Design uo_serial_tx, sky130hd; sources not shown.
run_1/pdn.png
Drawn at 3 px/µm. Pins as bars on the die edge. Tap cells in grey.
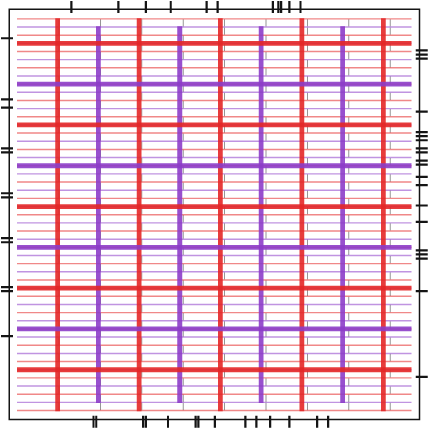
VSS -> red
VDD -> purple
met5 straps = 9
tap cells = 225
met4 straps = 9
rows = 48
Core Box Area: 0.0172 mm²
worst vdd ir: 0.264 mV
Die Y-Extent: 136 µm

run_1/cell_classes.png
Drawn at 3 px/µm. Fill, decap, tap and diode cells in grey.
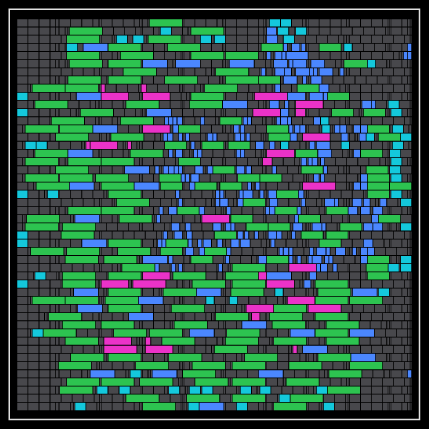
other buffers and delay cells -> cyan  # cells 62
all other logic -> blue  # cells 235
flip-flops -> green  # cells 184
clock drivers and dummy loads -> magenta  # cells 32
Row Count: 48
design area: 0.00835 mm²
post-layout util: 48.6%

run_1/clock_map.png
Drawn at 3 px/µm.
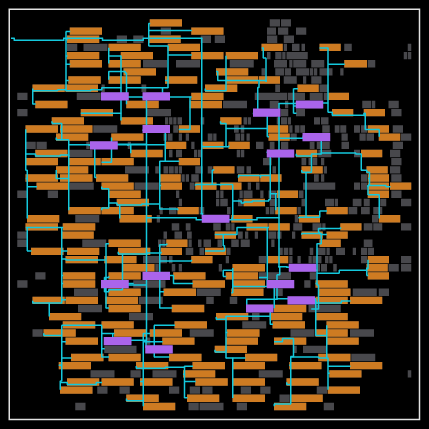
flip-flops -> orange  # count 184
clock wires -> cyan  # length 1990 µm
cells driving clock nets -> purple  # count 17
flops lie = spread over the die
routed clock nets = 18
clock skew: 4.98 ps
clock group share of total power: 29.8%

run_1/metal_stack.png
Drawn at 3 px/µm.
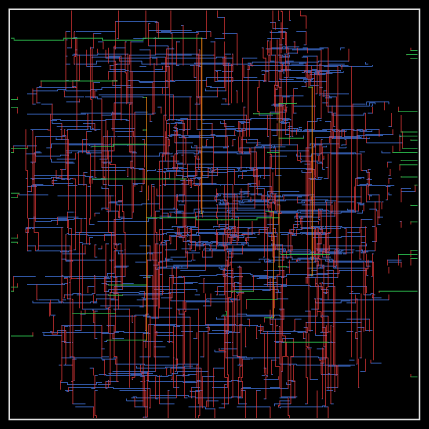
met2 -> red  # wire length 6300 µm
met4 -> orange  # wire length 292 µm
met1 -> blue  # wire length 5710 µm
met3 -> green  # wire length 437 µm
DR vias: 3662
Total GRT Usage: 15.1%

==> notes.md, run 1 <==
run metrics: status complete, no violations, Clock Tree Buf Depth 2, Fin Setup TNS 0 ps, synthesized area per cell 15.7 µm², Post-Synth AOI/OAI Area 5.01%, total gr overflow 0, final setup fails 0, Slowest cell on crit path clkdlybuf4s50_1, leakage 2.81 nW, critical path type reg2out, first-pass GRT wire length 20500 µm, Min Hold Slack 458 ps, HPWL Detailed 7870 µm, # H-tree levels 4, register area share after synthesis 71.0%, Placement Cell Area 0.00771 mm², Slew Limit Fails 0, critical-path cell list inv_1, ha_1, and2_1, and2_1, buf_4, nand2b_1, clkdlybuf4s50_1, layout cells sized above 1 14.0%, worst r2r path cells 6, Sequential Power Share 40.9%, number of flip-flops in the largest register 128, Tap Count 225, most common logic cell in the routed design edfxtp_1, final net count 545, Syn Inst Count 446, Crit path largest cell delay 1140 ps
==> run 2: changes to the inputs <==
==> constraint.sdc (replaced) <==
create_clock -name io_clock -period 3.45 [get_ports io_clock]
set_input_delay 0.69 -clock io_clock [delete_from_list [all_inputs] [get_ports io_clock]]
set_output_delay 0.69 -clock io_clock [all_outputs]
set_load 0.1 [all_outputs]
run_2/clock_map.png
Drawn at 3 px/µm.
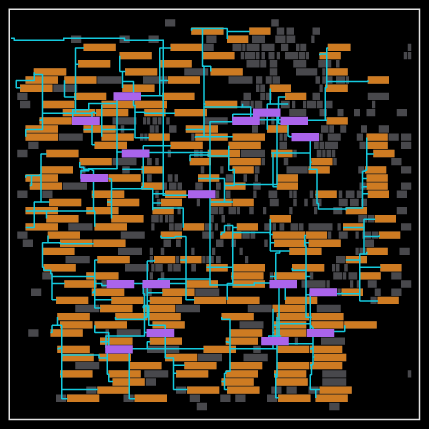
cells driving clock nets -> purple  # count 17
clock wires -> cyan  # length 1990 µm
flip-flops -> orange  # count 184
routed clock nets = 18
clk_lat worst skew: 420 ps
clock group share of total power: 26.3%
clock skew: 5.94 ps
Clock net power: 1.76 mW

run_2/final_congestion.png
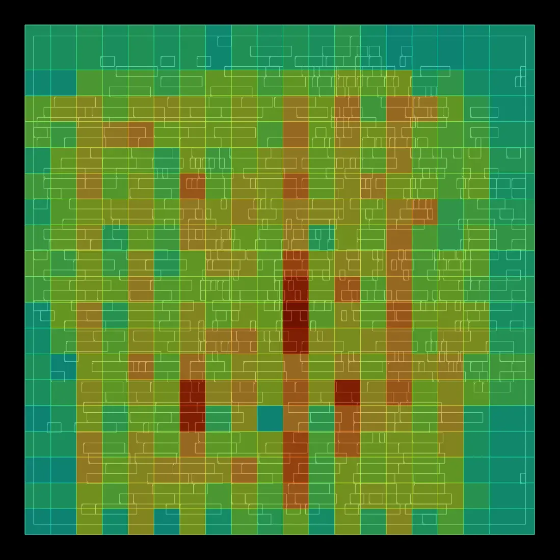
M3 GR Usage: 3.95%
Total GRT Usage: 15.0%
met1 usage: 19.0%
met2 Track Usage GR: 25.0%

==> run 2 against run 1 <==
Combinational power increased by 64%. Synthesized area unchanged. Design area decreased by 0.81%. Non-clock buffer count increased by 2. Largest cell class unchanged.
==> notes.md, run 2 <==
run metrics: status complete, no violations, Core Box Area 0.0172 mm², Syn Inst Count 446, HPWL Detailed 7890 µm, number of flip-flops in the largest register 128, post-layout util 48.2%, total gr overflow 0, critical-path cell list inv_1, ha_1, fa_1, xnor2_1, buf_4, synthesized area per cell 15.7 µm², GRT Max-Usage Layer met2, initial antenna violation count 0, yosys cell count 446, Min Hold Slack 453 ps, layout cells sized above 1 15.1%, Tap Count 225, register area share after synthesis 71.0%, design area 0.00828 mm², final net count 547, critical path type reg2out, Slew Limit Fails 0, Placement Cell Area 0.00774 mm², Comb power frac 29.8%, Slowest cell on crit path dfxtp_1, Row Count 48, Clock Tree Buf Depth 2, antenna violation net count after detailed routing 0, leakage 2.79 nW, Crit path largest cell delay 390 ps, top cells by count edfxtp_1, dfxtp_1, nand2_1, root buffer cell clkbuf_16, Fin Setup TNS 0 ps, final setup fails 0, Post-Synth AOI/OAI Area 5.01%, most common logic cell in the routed design edfxtp_1, Sequential Power Share 43.8%
Power figures rest on the tool's default switching activity, not on a simulated workload.
